[config.mk]
export PLATFORM = sky130hd
export DESIGN_NAME = debounce_toggle_gen
export DESIGN_NICKNAME = d
export VERILOG_FILES = /design/src/rtl/debounce_toggle_gen.sv
export SDC_FILE = /design/constraint.sdc
export NUM_CORES = 1
export LEC_CHECK = 0
export CORE_AREA = 2 2 39 41
export DETAILED_ROUTE_END_ITERATION = 8
export DIE_AREA = 0 0 41 43
export PLACE_DENSITY_LB_ADDON = 0.1
export SLEW_MARGIN = 20
export SYNTH_ARGS = -nofsm -noshare
export SYNTH_HDL_FRONTEND = slang
export SYNTH_SLANG_ARGS = --single-unit
[constraint.sdc]
create_clock -name clk -period 1.9 [get_ports clk]
set_input_delay 0.19 -clock clk [delete_from_list [all_inputs] [get_ports clk]]
set_output_delay 0.19 -clock clk [all_outputs]
set_load 0.05 [all_outputs]
[src/rtl/debounce_toggle_gen.sv]
// Push-button synchronizer/debouncer that emits one T pulse per accepted press.
// Optional auto-repeat while held is enabled by defining DEBOUNCE_TOGGLE_AUTO_REPEAT_EN.
module debounce_toggle_gen #(
  parameter int DB_CYCLES     = 4,
  parameter int REPEAT_DELAY  = 8,
  parameter int REPEAT_PERIOD = 4
) (
  input  logic       clk,
  input  logic       rst,
  input  logic       btn_in,
  input  logic       en,
  output logic       btn_state,
  output logic       t_out,
  output logic [7:0] pulse_cnt
);

  if (DB_CYCLES < 1 || DB_CYCLES > 65535) begin : g_bad_db_cycles
    $error("debounce_toggle_gen: DB_CYCLES must be in 1..65535");
  end
  if (REPEAT_DELAY < 1 || REPEAT_PERIOD < 1) begin : g_bad_repeat
    $error("debounce_toggle_gen: REPEAT_DELAY and REPEAT_PERIOD must be at least 1");
  end

  localparam int DW = $clog2(DB_CYCLES + 1);
  // Flip on the cycle the count would reach DB_CYCLES.
  localparam logic [DW-1:0] DB_LAST = DW'(DB_CYCLES - 1);

`ifdef DEBOUNCE_TOGGLE_AUTO_REPEAT_EN
  localparam int RMAX = (REPEAT_DELAY > REPEAT_PERIOD) ? REPEAT_DELAY : REPEAT_PERIOD;
  localparam int RW   = $clog2(RMAX + 1);
  localparam logic [RW-1:0] RPT_DELAY_L  = RW'(REPEAT_DELAY);
  localparam logic [RW-1:0] RPT_RELOAD_L = RW'(REPEAT_PERIOD - 1);
  localparam logic [RW-1:0] RPT_ONE      = RW'(1);
`endif

  typedef enum logic [1:0] {
    IDLE   = 2'd0,
    PRESS  = 2'd1,
    HELD   = 2'd2
`ifdef DEBOUNCE_TOGGLE_AUTO_REPEAT_EN
    ,REPEAT = 2'd3
`endif
  } state_t;

  logic          s1_q, s1_d, s2_q, s2_d;
  logic [DW-1:0] db_cnt_q, db_cnt_d;
  logic          btn_state_q, btn_state_d;
  logic          btn_prev_q, btn_prev_d;
  state_t        state_q, state_d;
  logic          t_out_q, t_out_d;
  logic [7:0]    pulse_cnt_q, pulse_cnt_d;
`ifdef DEBOUNCE_TOGGLE_AUTO_REPEAT_EN
  logic [RW-1:0] rpt_cnt_q, rpt_cnt_d;
`endif

  always_comb begin
    s1_d        = btn_in;
    s2_d        = s1_q;
    db_cnt_d    = '0;
    btn_state_d = btn_state_q;
    if (s2_q != btn_state_q) begin
      if (db_cnt_q == DB_LAST) begin
        btn_state_d = s2_q;
      end else begin
        db_cnt_d = db_cnt_q + 1'b1;
      end
    end
    btn_prev_d  = btn_state_q;
    pulse_cnt_d = pulse_cnt_q + {7'd0, t_out_q};
  end

  always_comb begin
    state_d = state_q;
`ifdef DEBOUNCE_TOGGLE_AUTO_REPEAT_EN
    rpt_cnt_d = rpt_cnt_q;
`endif
    case (state_q)
      IDLE: begin
        if (btn_state_q && !btn_prev_q) state_d = PRESS;
      end
      PRESS: begin
        state_d = btn_state_q ? HELD : IDLE;
`ifdef DEBOUNCE_TOGGLE_AUTO_REPEAT_EN
        rpt_cnt_d = btn_state_q ? RPT_DELAY_L : '0;
`endif
      end
      HELD: begin
        if (!btn_state_q) begin
          state_d = IDLE;
`ifdef DEBOUNCE_TOGGLE_AUTO_REPEAT_EN
          rpt_cnt_d = '0;
        end else if (rpt_cnt_q == RPT_ONE) begin
          state_d = REPEAT;
        end else begin
          rpt_cnt_d = rpt_cnt_q - 1'b1;
`endif
        end
      end
`ifdef DEBOUNCE_TOGGLE_AUTO_REPEAT_EN
      REPEAT: begin
        if (!btn_state_q) begin
          state_d   = IDLE;
          rpt_cnt_d = '0;
        end else if (REPEAT_PERIOD == 1) begin
          state_d = REPEAT;
        end else begin
          // The REPEAT cycle itself is the first cycle of the period.
          state_d   = HELD;
          rpt_cnt_d = RPT_RELOAD_L;
        end
      end
`endif
      default: state_d = IDLE;
    endcase
`ifdef DEBOUNCE_TOGGLE_AUTO_REPEAT_EN
    t_out_d = en && ((state_d == PRESS) || (state_d == REPEAT));
`else
    t_out_d = en && (state_d == PRESS);
`endif
  end

  always_ff @(posedge clk) begin
    if (rst) begin
      s1_q        <= 1'b0;
      s2_q        <= 1'b0;
      db_cnt_q    <= '0;
      btn_state_q <= 1'b0;
      btn_prev_q  <= 1'b0;
      state_q     <= IDLE;
      t_out_q     <= 1'b0;
      pulse_cnt_q <= 8'd0;
`ifdef DEBOUNCE_TOGGLE_AUTO_REPEAT_EN
      rpt_cnt_q   <= '0;
`endif
    end else begin
      s1_q        <= s1_d;
      s2_q        <= s2_d;
      db_cnt_q    <= db_cnt_d;
      btn_state_q <= btn_state_d;
      btn_prev_q  <= btn_prev_d;
      state_q     <= state_d;
      t_out_q     <= t_out_d;
      pulse_cnt_q <= pulse_cnt_d;
`ifdef DEBOUNCE_TOGGLE_AUTO_REPEAT_EN
      rpt_cnt_q   <= rpt_cnt_d;
`endif
    end
  end

  assign btn_state = btn_state_q;
  assign t_out     = t_out_q;
  assign pulse_cnt = pulse_cnt_q;

endmodule
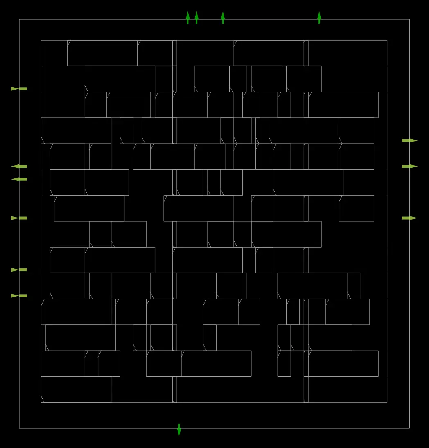
placed.png
number of fill cells: 139
Layout Utilization: 59.22%
core area: 0.001384 mm^2
flip-flops: 18

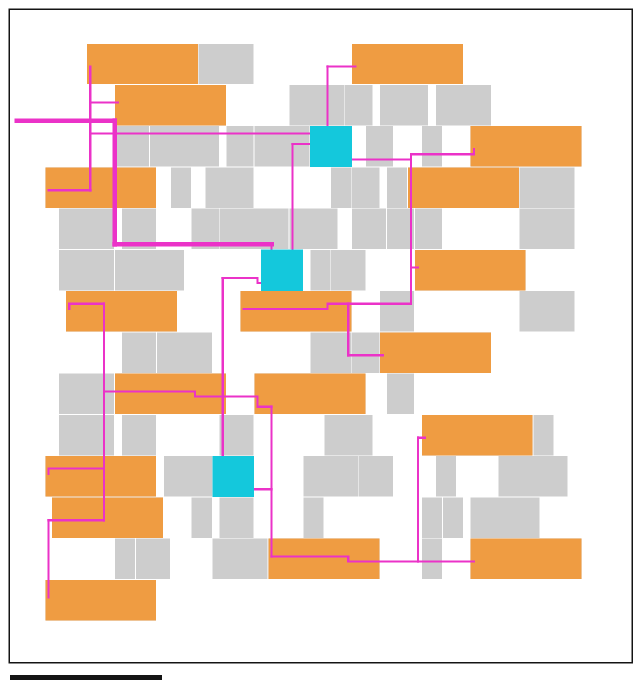
clock_wires.png
Scale bar: 10 um.
[orange] flip-flops | count: 18
[magenta] clock wires | length: 200 um
[cyan] clock-net drivers | count: 3
routed clock nets	4
flops lie	spread over the die

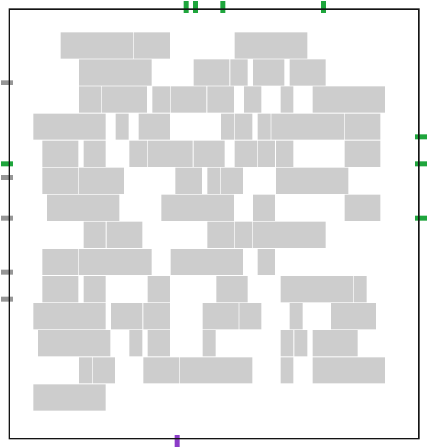
pinout.png
Pins as bars across the die edge, other pins in grey.
colour	port	pins	direction	edge
green	`pulse_cnt`	8	output	4 top, 3 right, 1 left
purple	`btn_state`	1	output	bottom

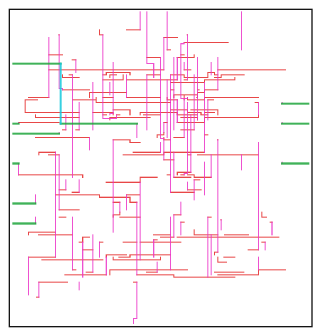
layers.png
colour	layer	wire length
green	M3	41.1 um
cyan	M4	8.20 um
magenta	M2	426 um
red	M1	455 um

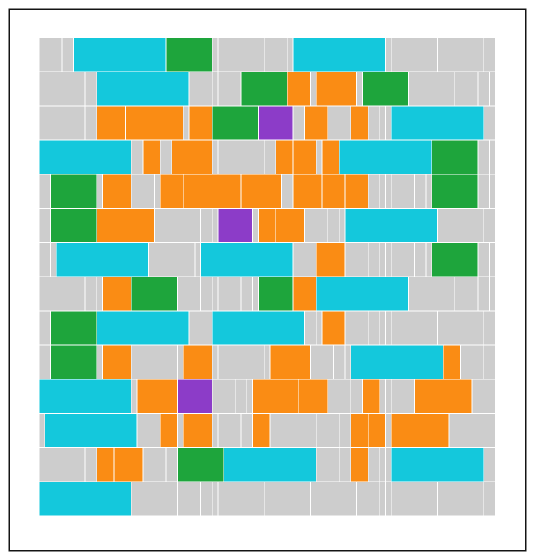
class_map.png
Fill, decap, tap and diode cells in grey.
colour	class	cells	share of their area
cyan	sequential cells	18	45%
green	remaining buffers and delay cells	14	17%
orange	remaining logic cells	44	35%
purple	clock-net drivers	3	2.8%

==> out/metrics.yaml <==
layout:
  layout-drive-gt1-share_pct: 6.329
  diodes: 0
  inverters: 4
  comb_area_share_pct: 32.21
die:
  tapCellCount: 16
  fp_util_pct: 46.47
  die_area_mm2: 0.001763
  row_count: 14
yosys:
  synth.area.top_cells: "dfxtp_1 56%, ha_1 7.8%, xnor2_1 5.4%, nor2_1 4.7%, nor2b_1 3.9%"
  fp_nets: 71
  ys_seq_share_pct: 56.03
  syn_area_per_cell_um2: 10.21
status:
  status: "complete, no violations"
worst_setup_path:
  worst-path-max-fanout: 5
  crit_family: "buffers and inverters"
  r2r_end: "pulse_cnt[6]$_SDFF_PP0_"
  crit_chain: "clkdlybuf4s50_1"
  startpoint_type: "register"
  reg2regPathDepth: 5
  crit_arrival_ns: 1.54
cts:
  cts_buffers: 3
  post_cts_buffers: 0
  clk_path_buf_depth: 2
  cts_sinks: 18
grt:
  grt_pass1_vias: 421
  grtUsageTotal_pct: 14.04
  grt_start_max_net_pins: 10
final_timing:
  hold_viol_final: 0
  hold_slack_ns: 0.4031
  rsz0062_at_grt: "no"
  fin_setup_tns_ns: 0
  fmax_mhz: 578.6
drt:
  num_vias: 444
placed_design:
  pre_cts_ws_ns: 0.4841
  dpl.hpwl_um: 689.7
  dpl_cell_area_um2: 797.0
  dp_cells: 92
pwr:
  total_leakage_power_nw: 0.3183
  clkPwrFrac_pct: 31.3
  power.density_mw_per_mm2: 702.6
-- flip-flops by register name, indices dropped and copies added, names as in the netlist --
register    flops
db_cnt_q        3
s1_q            1
t_out           1
state_q         2
pulse_cnt       8
btn_state       1
btn_prev_q      1
s2_q            1
-- cells by family after synthesis --
kind of cell	count (synthesis)	synth area share, %
and+or+nand+nor	24	20.23
muxes	1	1.556
adders and majority gates	4	7.782
AOI/OAI and AO/OA	6	4.668
DFF	18	56.03
buffers and inverters	5	2.917
xor gates and xnor gates	5	6.809
-- metal layers --
layer / global-route usage (%) / wire length (um)
met5: 0 / 0
met4: 10.00 / 8
met3: 3.141 / 41
met2: 19.69 / 425
met1: 18.12 / 454
No activity file was given, so power comes from the tool's default toggle rates.
